`config.mk`:
```
export PLATFORM = sky130hd
export DESIGN_NAME = fb_write_scheduler
export DESIGN_NICKNAME = d
export VERILOG_FILES = /design/src/rtl/fb_write_scheduler_pkg.sv /design/src/rtl/fb_write_scheduler_rr_arbiter.sv /design/src/rtl/fb_write_scheduler.sv
export SDC_FILE = /design/constraint.sdc
export NUM_CORES = 1
export LEC_CHECK = 0
export ABC_AREA = 1
export CORE_MARGIN = 3
export CORE_UTILIZATION = 65
export DETAILED_ROUTE_END_ITERATION = 10
export DONT_BUFFER_PORTS = 1
export HOLD_SLACK_MARGIN = 0.15
export PLACE_DENSITY = 0.81
export SETUP_SLACK_MARGIN = 0.2
export SLEW_MARGIN = 20
export SYNTH_ARGS = -nofsm -noshare
export SYNTH_HDL_FRONTEND = slang
export SYNTH_SLANG_ARGS = --single-unit
```
`constraint.sdc`:
```
create_clock -name i_clk -period 5.44 [get_ports i_clk]
set_input_delay 0.544 -clock i_clk [delete_from_list [all_inputs] [get_ports i_clk]]
set_output_delay 0.544 -clock i_clk [all_outputs]
set_load 0.01 [all_outputs]
```
`src/rtl/fb_write_scheduler_pkg.sv`:
```
// Shared constants and FSM state type for the 800x600 framebuffer write path.
package fb_pkg;

  localparam int unsigned H_RES        = 800;
  localparam int unsigned V_RES        = 600;
  localparam int unsigned PIX_PER_WORD = 4;
  localparam int unsigned LINE_WORDS   = H_RES / PIX_PER_WORD;
  localparam int unsigned FB_DEPTH     = 120000;
  localparam int unsigned ADDR_W       = 17;

  typedef enum logic {
    ST_IDLE = 1'b0,
    ST_RUN  = 1'b1
  } fb_state_e;

endpackage

```
`src/rtl/fb_write_scheduler_rr_arbiter.sv`:
```
// Round-robin arbiter: one-hot grant searched from the pointer upwards with wrap.
module rr_arbiter
  import fb_pkg::*;
#(
  parameter int unsigned N = 4
) (
  input  logic         clk,
  input  logic         rst,
  input  logic         en,
  input  logic         clr,
  input  logic [N-1:0] req,
  output logic [N-1:0] gnt
);

  localparam int unsigned PTR_W = (N > 1) ? $clog2(N) : 1;

  logic [PTR_W-1:0] ptr_q, ptr_d;
  logic [PTR_W-1:0] idx;
  logic [PTR_W-1:0] win;
  logic             found;

  always_comb begin
    gnt   = '0;
    win   = ptr_q;
    found = 1'b0;
    idx   = '0;
    for (int unsigned i = 0; i < N; i++) begin
      idx = PTR_W'((32'(ptr_q) + i) % N);
      if (en && !found && req[idx]) begin
        found    = 1'b1;
        gnt[idx] = 1'b1;
        win      = idx;
      end
    end

    ptr_d = ptr_q;
    if (clr) begin
      ptr_d = '0;
    end else if (found) begin
      ptr_d = (32'(win) == N - 1) ? '0 : win + PTR_W'(1);
    end
  end

  always_ff @(posedge clk) begin
    if (rst) begin
      ptr_q <= '0;
    end else begin
      ptr_q <= ptr_d;
    end
  end

endmodule

```
`src/rtl/fb_write_scheduler.sv`:
```
// Round-robin framebuffer write scheduler: pixel (x,y) -> word address + lane, frame completion.
// Optional FB_DROPCNT_EN builds a saturating counter of off-screen pixels on o_drop_cnt.
module fb_write_scheduler #(
  parameter int unsigned NUM_REQ = 4,
  parameter int unsigned PIX_W   = 4,
  parameter int unsigned H_RES   = fb_pkg::H_RES,
  parameter int unsigned V_RES   = fb_pkg::V_RES,
  parameter int unsigned ADDR_W  = fb_pkg::ADDR_W
) (
  input  logic                     i_clk,
  input  logic                     i_rst,
  input  logic                     i_frame_start,
  input  logic [NUM_REQ-1:0]       i_req,
  input  logic [NUM_REQ*16-1:0]    i_x,
  input  logic [NUM_REQ*16-1:0]    i_y,
  input  logic [NUM_REQ*PIX_W-1:0] i_pix,
  output logic [NUM_REQ-1:0]       o_gnt,
  output logic                     o_we,
  output logic [ADDR_W-1:0]        o_addr,
  output logic [4*PIX_W-1:0]       o_wdata,
  output logic [3:0]               o_lane_en,
  output logic                     o_busy,
  output logic                     o_frame_done,
  output logic [15:0]              o_drop_cnt
);

  localparam int unsigned LINE_WORDS = H_RES / fb_pkg::PIX_PER_WORD;
  localparam int unsigned FRAME_PIX  = H_RES * V_RES;
  localparam int unsigned CNT_W      = $clog2(FRAME_PIX + 1);

  fb_pkg::fb_state_e state_q, state_d;
  logic              run;
  logic              transfer;
  logic [NUM_REQ-1:0] gnt;

  logic [15:0]       sel_x, sel_y;
  logic [PIX_W-1:0]  sel_pix;

  logic              s1_valid_q, s1_valid_d;
  logic [15:0]       s1_x_q, s1_x_d;
  logic [15:0]       s1_y_q, s1_y_d;
  logic [PIX_W-1:0]  s1_pix_q, s1_pix_d;

  logic              in_range;
  logic [ADDR_W-1:0] addr_calc;
  logic              we_q, we_d;
  logic [ADDR_W-1:0] addr_q, addr_d;
  logic [4*PIX_W-1:0] wdata_q, wdata_d;
  logic [3:0]        lane_q, lane_d;
  logic              done_q, done_d;
  logic [CNT_W-1:0]  cnt_q, cnt_d;

  assign run = (state_q == fb_pkg::ST_RUN);

  rr_arbiter #(
    .N (NUM_REQ)
  ) u_arb (
    .clk (i_clk),
    .rst (i_rst),
    .en  (run),
    .clr (i_frame_start),
    .req (i_req),
    .gnt (gnt)
  );

  assign transfer = |gnt;

  always_comb begin
    sel_x   = '0;
    sel_y   = '0;
    sel_pix = '0;
    for (int unsigned k = 0; k < NUM_REQ; k++) begin
      if (gnt[k]) begin
        sel_x   = i_x[16*k +: 16];
        sel_y   = i_y[16*k +: 16];
        sel_pix = i_pix[PIX_W*k +: PIX_W];
      end
    end
  end

  // S1: capture the granted pixel; a frame_start discards a same-cycle transfer.
  always_comb begin
    s1_valid_d = transfer && !i_frame_start;
    s1_x_d     = transfer ? sel_x   : s1_x_q;
    s1_y_d     = transfer ? sel_y   : s1_y_q;
    s1_pix_d   = transfer ? sel_pix : s1_pix_q;
  end

  // S2: address/range stage feeding the registered write port.
  always_comb begin
    in_range  = (32'(s1_x_q) < H_RES) && (32'(s1_y_q) < V_RES);
    addr_calc = ADDR_W'(s1_x_q[15:2]) + ADDR_W'(s1_y_q) * ADDR_W'(LINE_WORDS);
    we_d      = s1_valid_q && in_range && !i_frame_start;
    addr_d    = we_d ? addr_calc : addr_q;
    wdata_d   = we_d ? {4{s1_pix_q}} : wdata_q;
    lane_d    = we_d ? (4'b0001 << s1_x_q[1:0]) : lane_q;
    done_d    = we_d && run && (cnt_q == CNT_W'(FRAME_PIX - 1));
    cnt_d     = cnt_q;
    if (i_frame_start) begin
      cnt_d = '0;
    end else if (we_d) begin
      cnt_d = cnt_q + CNT_W'(1);
    end
  end

  // Leaving RUN keys off the registered done pulse so o_busy drops the cycle after it.
  always_comb begin
    state_d = state_q;
    case (state_q)
      fb_pkg::ST_IDLE: if (i_frame_start) state_d = fb_pkg::ST_RUN;
      fb_pkg::ST_RUN:  if (!i_frame_start && done_q) state_d = fb_pkg::ST_IDLE;
      default:         state_d = fb_pkg::ST_IDLE;
    endcase
  end

  always_ff @(posedge i_clk) begin
    if (i_rst) begin
      state_q    <= fb_pkg::ST_IDLE;
      s1_valid_q <= 1'b0;
      s1_x_q     <= '0;
      s1_y_q     <= '0;
      s1_pix_q   <= '0;
      we_q       <= 1'b0;
      addr_q     <= '0;
      wdata_q    <= '0;
      lane_q     <= '0;
      done_q     <= 1'b0;
      cnt_q      <= '0;
    end else begin
      state_q    <= state_d;
      s1_valid_q <= s1_valid_d;
      s1_x_q     <= s1_x_d;
      s1_y_q     <= s1_y_d;
      s1_pix_q   <= s1_pix_d;
      we_q       <= we_d;
      addr_q     <= addr_d;
      wdata_q    <= wdata_d;
      lane_q     <= lane_d;
      done_q     <= done_d;
      cnt_q      <= cnt_d;
    end
  end

`ifdef FB_DROPCNT_EN
  logic [15:0] drop_cnt_q, drop_cnt_d;

  always_comb begin
    drop_cnt_d = drop_cnt_q;
    if (i_frame_start) begin
      drop_cnt_d = '0;
    end else if (s1_valid_q && !in_range && drop_cnt_q != '1) begin
      drop_cnt_d = drop_cnt_q + 16'd1;
    end
  end

  always_ff @(posedge i_clk) begin
    if (i_rst) begin
      drop_cnt_q <= '0;
    end else begin
      drop_cnt_q <= drop_cnt_d;
    end
  end

  assign o_drop_cnt = drop_cnt_q;
`else
  assign o_drop_cnt = '0;
`endif

  assign o_gnt        = gnt;
  assign o_we         = we_q;
  assign o_addr       = addr_q;
  assign o_wdata      = wdata_q;
  assign o_lane_en    = lane_q;
  assign o_busy       = run;
  assign o_frame_done = done_q;

endmodule

```
Fig. 1: run 1, floorplan with the power grid
Pins as bars on the die edge.
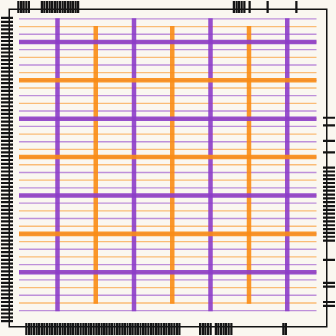
[purple] VSS
[orange] VDD
met1 rails: 39
signal pins: 211
met5 straps: 7
met4 straps: 7
peak supply drop: 0.190 mV
Core Region: 0.0109 mm2
die y size: 112 um
Die W: 112 um

Fig. 2: run 1, placed cells, one colour a class
Bar = 20 um.
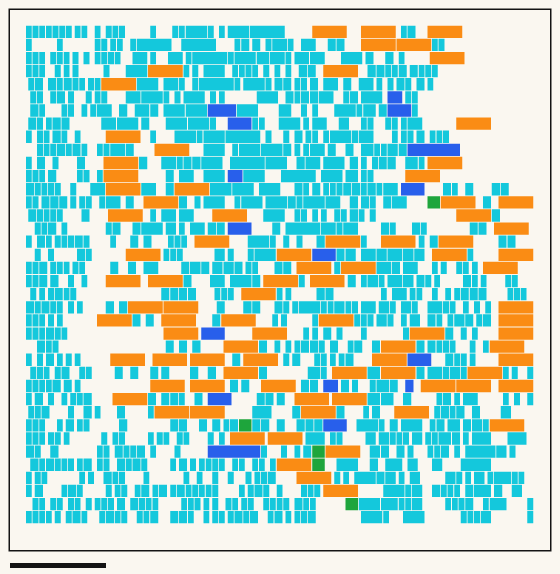
[green] other buffers and delay cells | cells: 5 | share of their area: 0.53%
[cyan] all other logic | cells: 991 | share of their area: 72%
[orange] flops | cells: 86 | share of their area: 24%
[blue] clock drivers and dummy loads | cells: 16 | share of their area: 3.3%
post-layout util: 66.8%
row count: 38
design area: 0.00728 mm2

Fig. 3: run 1, routed clock nets over the placement
Bar = 20 um.
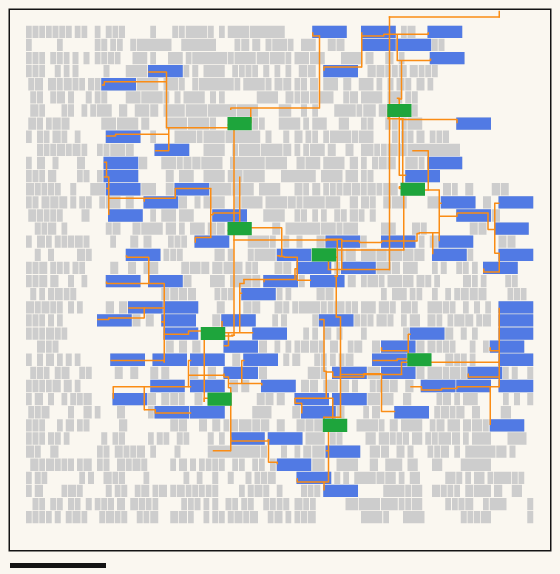
[green] cells driving clock nets | count: 9
[blue] flip-flops | count: 86
[orange] clock wires | length: 1070 um
routed clock nets: 10
clk_lat worst skew: 370 ps
clock distribution power: 515 uW
Clk network pwr share: 16.4%
Clock Skew: 8.82 ps

==> qor.txt, run 1 <==
MaxCap Viol Count = 0
post-synthesis instance area = 0.00730 mm2
port bufs = 0
leading cell types by count after synthesis = nand2_1 (316), inv_1 (160), a21oi_1 (139)
CTS H-tree lvls = 3
CTS buffer count = 9
yosys cell count = 1139
initial antenna violation count = 0
via count = 6836
Flops = 86
chip footprint = 0.0125 mm2
CP cell instances = ha_1, ha_1, fa_1, ha_1, a21oi_1, nand2_1, xor2_1, ha_1, nand2_1, nor2_1, a211oi_1, nand3_1, nand2_1, nand2_1, nand2_1, nor2_1, nand2_1, nand3_1, nand2_1, inv_1
final wirelength = 18.0 mm
pin count of the biggest net entering global routing = 74
GR Util All Layers = 28.5%
hold depth = 1
worst path arrival time = 4150 ps
Post-synth EDFFs = 0
WS Path Type = reg -> reg
Syn Inst Count = 1139
dominant cells by area after synthesis = dfxtp_1 (24%), nand2_1 (16%), a21oi_1 (9.5%)
WHS Endpoint = s1_x_q[5]$_SDFFE_PP0N_
Hold WC Path Type = in -> reg
mux contribution to synthesized area = 0%
Worst Setup SP = s1_y_q[3]$_SDFFE_PP0N_
FILL cells = 987
vias per inst = 5.52
worst setup path endpoint = o_addr[16]$_SDFFE_PP0P_
most frequent cell after synthesis = nand2_1
clock buffer depth = 2
starting density of the core = 67.0%
ys async rst share = 0%
Critical Path Start Type = flip-flop
critical register-to-register path startpoint = s1_y_q[3]$_SDFFE_PP0N_
Bufs and invs on worst path = 1
synthesized area per cell = 6.41 um2
Slowest-stage cell, CP = fa_1
bufs w/o clock = 5
Cells after DPL = 1222
layout cell share with drive strength beyond 1 = 5.46%
XOR-XNOR Cells, Area Fraction = 3.48%
synth-to-layout area growth = -0.309%
delay-heaviest family, CP = adder cells
Antenna diodes = 0
Slew @ Worst Pin = 821 ps
Synth Warn # = 0
max reg flops = 19
yosys stat chip area = 0.00730 mm2
sequential share of cell area = 23.7%
Tcrit/Tclk final = 71.3%
FMAX = 0.258 GHz
Pleak = 3.63 nW
Most flops, register = cnt_q
Critical Path End Type = flip-flop
Final ANT Viol Nets = 0
initial DRC count = 582
Clk pin slew, worst setup/hold paths = 100 ps
Final non-clock buffer share = 0.516%
top cell category = multi-input combinational cells
CP Max Fanout = 5
WHS = 242 ps
crit path time final = 3880 ps
ys flop type = dfxtp_1
Logic area = 0.00449 mm2
Yosys cell types = 42
most frequent logic cell in the layout = nand2_1
HP Start = i_rst
Cell Area, Placed = 0.00704 mm2
Fin Setup TNS = 0 ps
final net count = 1306
vias in the first global route = 6350
Top cells excl fill/tap = nand2_1 (316), inv_1 (160), a21oi_1 (139)
Most common cell on crit path = nand2_1
DPL Wire Length = 13.8 mm
max-slew violations = 0
dominant cell type by area after synthesis = dfxtp_1
WL/cell = 14.6 um
Top-area cell share = 23.6%
Design Power = 3.14 mW
Reg2Reg Capture Point = o_addr[16]$_SDFFE_PP0P_
CTS tree = yes
# resized after CTS = 0
layout inverter count without the clock tree = 166
RSZ-0062 raised after global routing = false
AO/OA Area Share = 14.7%
FF-to-FF path depth = 20
# IOs = 211
Logic Gate Count = 825
Worst EP required = 5710 ps
ClkCell Share = 3.18%
status = completed
setup violators final = 0
Post-synth seq share = 23.6%
tool warnings = 37
post-CTS repair timing setup buffer count = 0
Seq. cell area = 0.00172 mm2
# DRC = 0
drt pass-1 iters = 5
n_taps = 140
Crit path largest cell delay = 460 ps
Clock Sink Count = 86
Post-Synth Adder-Cell Area = 11.6%
hold-fix buffers at CTS = 0
Root Driver = clkbuf_8
Final WS setup = 1560 ps
pwr dens = 432 mW/mm2
reg2reg setup slack = 1560 ps
Worst path depth = 20
Placer Congestion = 0.911
GR Overflow Total = 0
Non-Filler Instances = 1238
Simple Share, Synth = 30.9%
Clock Buffer Count = 9
first-pass GRT wire length = 29.9 mm
Seq cells post-synth = 86
logic share of the area = 61.7%
pre-CTS setup slack = 1630 ps
Fin. Hold Viols = 0
Slew HR = 45.2%
Dominant comb cell = simple AND/OR/NAND/NOR gates
[run 1: where the power goes]
| group | switching [mW] | total, mW | internal, mW |
|---|---|---|---|
| Sequential | 0.125 | 0.849 | 0.724 |
| Clock | 0.250 | 0.515 | 0.265 |
| Combinational | 1.12 | 1.78 | 0.655 |
[run 1: per-layer routing]
layer / track usage, % / part of all wire (%) / up-vias
li1: - / - / 3500
met1: 37.9 / 43 / 3046
met2: 47.0 / 47 / 263
met3: 5.60 / 7.4 / 27
met4: 8.89 / 2.1 / 0
met5: 0 / 0 / -
Fig. 4: run 1, clock wiring as the flow saved it
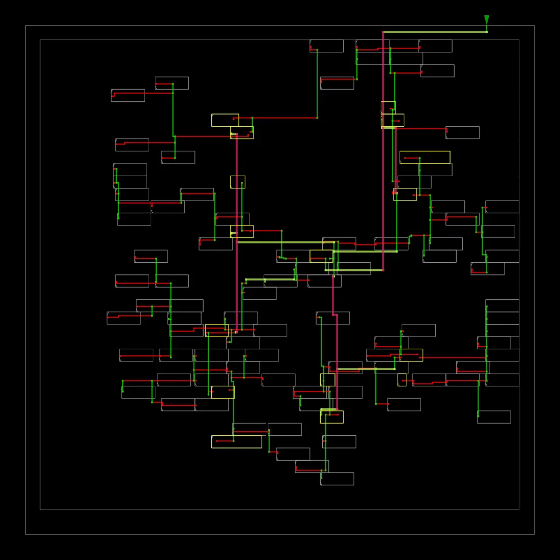

==> run 1 -> run 2 <==
--- a/config.mk
+++ b/config.mk
@@ -7,11 +7,11 @@
 export LEC_CHECK = 0
 export ABC_AREA = 1
 export CORE_MARGIN = 3
-export CORE_UTILIZATION = 65
+export CORE_UTILIZATION = 59
 export DETAILED_ROUTE_END_ITERATION = 10
 export DONT_BUFFER_PORTS = 1
 export HOLD_SLACK_MARGIN = 0.15
-export PLACE_DENSITY = 0.81
+export PLACE_DENSITY = 0.78
 export SETUP_SLACK_MARGIN = 0.2
 export SLEW_MARGIN = 20
 export SYNTH_ARGS = -nofsm -noshare
==> constraint.sdc (replaced) <==
create_clock -name i_clk -period 3.5 [get_ports i_clk]
set_input_delay 0.35 -clock i_clk [delete_from_list [all_inputs] [get_ports i_clk]]
set_output_delay 0.35 -clock i_clk [all_outputs]
set_load 0.01 [all_outputs]
Fig. 5: run 2, clock wiring as the flow saved it
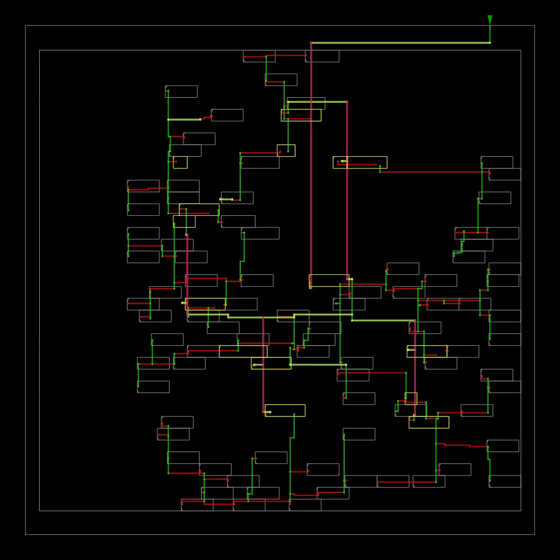
CTS buffer count: 9
Clock Skew: 11.0 ps
Clock Sink Count: 86

Fig. 6: run 2, placed cells, one colour a class
Bar = 20 um.
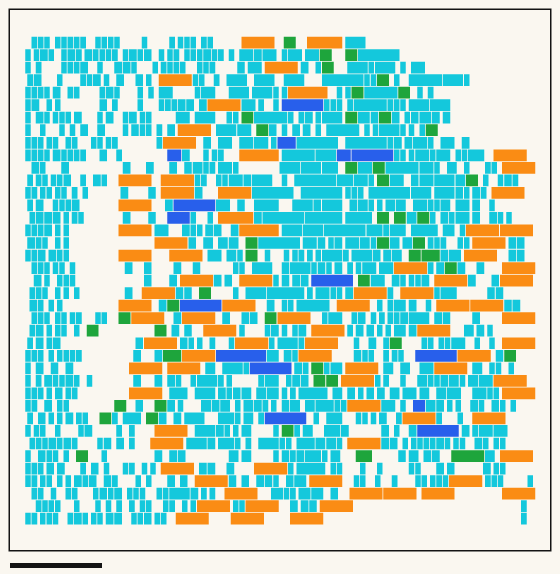
[cyan] all other logic | cells: 991 | share of their area: 69%
[green] other buffers and delay cells | cells: 47 | share of their area: 4.8%
[orange] flops | cells: 86 | share of their area: 22%
[blue] clock drivers and dummy loads | cells: 15 | share of their area: 3.9%
post-layout util: 67.8%
sequential share of cell area: 21.8%
design area: 0.00798 mm2

Fig. 7: run 2, floorplan with the power grid
Pins as bars on the die edge.
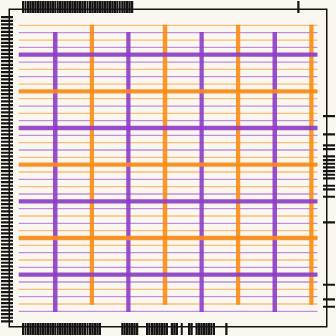
die y size: 117 um
peak supply drop: 0.385 mV

==> qor.txt, run 2 <==
Sw Ratio = 46.1% (was 47.7%)
Critical Path End Type = flip-flop (unchanged)
ClkCell Share = 3.83% (was 3.18%)
layout inverter count without the clock tree = 166 (unchanged)
Comb power frac = 61.5% (was 56.6%)
worst setup path endpoint = o_addr[16]$_SDFFE_PP0P_ (unchanged)
most frequent cell after synthesis = nand2_1 (unchanged)
synthesized area per cell = 6.41 um2 (unchanged)
FF-to-FF path depth = 20 (unchanged)
pin count of the biggest net entering global routing = 41 (was 74)
DPL Wire Length = 14.3 mm (was 13.8 mm)
CTS H-tree lvls = 3 (unchanged)
pwr dens = 751 mW/mm2 (was 432 mW/mm2)
FILL cells = 1053 (was 987)
Hold WC Path Type = in -> reg (unchanged)
Crit path largest cell delay = 560 ps (was 460 ps)
failing checks = negative setup slack
RSZ-0062 raised after global routing = true (was false)
HP Start = i_rst (unchanged)
via count = 7104 (was 6836)
Fin Setup TNS = -381 ps (was 0 ps)
initial DRC count = 506 (was 582)
GR Overflow Total = 0 (unchanged)
tool warnings = 39 (was 37)
max-slew violations = 0 (unchanged)
top cell category = multi-input combinational cells (unchanged)
Final WS setup = -96.2 ps (was 1560 ps)
Final non-clock buffer share = 4.71% (was 0.516%)
M2 GR Usage = 45.1% (was 47.0%)
Slowest-stage cell, CP = fa_2 (was fa_1)
# DRC = 0 (unchanged)
Clock Buffer Count = 10 (was 9)
Cell Area, Placed = 0.00726 mm2 (was 0.00704 mm2)
max reg flops = 19 (unchanged)
first-pass GRT wire length = 30.6 mm (was 29.9 mm)
final wirelength = 20.0 mm (was 18.0 mm)
port bufs = 0 (unchanged)
status = finished with violations (was completed)
Metal-1 WL = 8.55 mm (was 7.84 mm)
WL/cell = 15.4 um (was 14.6 um)
Post-synth seq share = 23.6% (unchanged)
post-synthesis instance area = 0.00730 mm2 (unchanged)
comb pwr = 3.69 mW (was 1.78 mW)
crit path time final = 3600 ps (was 3880 ps)
critical register-to-register path startpoint = s1_y_q[2]$_SDFFE_PP0N_ (was s1_y_q[3]$_SDFFE_PP0N_)
Root Driver = clkbuf_16 (was clkbuf_8)
WHS Endpoint = o_addr[14]$_SDFFE_PP0P_ (was s1_x_q[5]$_SDFFE_PP0N_)
bufs w/o clock = 47 (was 5)
most frequent logic cell in the layout = nand2_1 (unchanged)
GR Util All Layers = 27.8% (was 28.5%)
Most flops, register = cnt_q (unchanged)
vias per inst = 5.45 (was 5.52)
Tcrit/Tclk final = 103% (was 71.3%)
Syn Inst Count = 1139 (unchanged)
Core Region = 0.0118 mm2 (was 0.0109 mm2)
Yosys cell types = 42 (unchanged)
delay-heaviest family, CP = adder cells (unchanged)
setup violators final = 5 (was 0)
ys async rst share = 0% (unchanged)
Logic area = 0.00473 mm2 (was 0.00449 mm2)
yosys cell count = 1139 (unchanged)
Most common cell on crit path = nand2_2 (was nand2_1)
row count = 39 (was 38)
dominant cells by area after synthesis = dfxtp_1 (24%), nand2_1 (16%), a21oi_1 (9.5%) (unchanged)
Seq cells post-synth = 86 (unchanged)
Clk network pwr share = 16.6% (was 16.4%)
met1 Resource Use GR = 38.6% (was 37.9%)
[run 2: cell counts after synthesis]
Identical to the previous run, type by type.
[run 2: kinds of logic after synthesis]
group                    count (synthesis)  share of synthesized area, %
AND-OR/OR-AND                          198                          14.7
XOR/XNOR                                29                          3.48
adder cells (fa/ha/maj)                 62                          11.6
buffers and inverters                  243                          15.7
flip-flops                              86                          23.6
other                                    1                        0.0514
AND/OR/NAND/NOR                        520                          30.9
[run 2: timing repair]
item,CTS,global route
setup endpoints to repair,6,35
hold buffers,2,0
resized,18,22
pin swaps,25,26
endpoints found under the hold margin,37,0
setup buffers,15,13
[run 2: tightest hold or removal path, stage by stage]
cell     delay (ps)
nor2_1           20
o21ai_1          60
inv_1            50
Power is estimated from default activity; no workload was simulated.
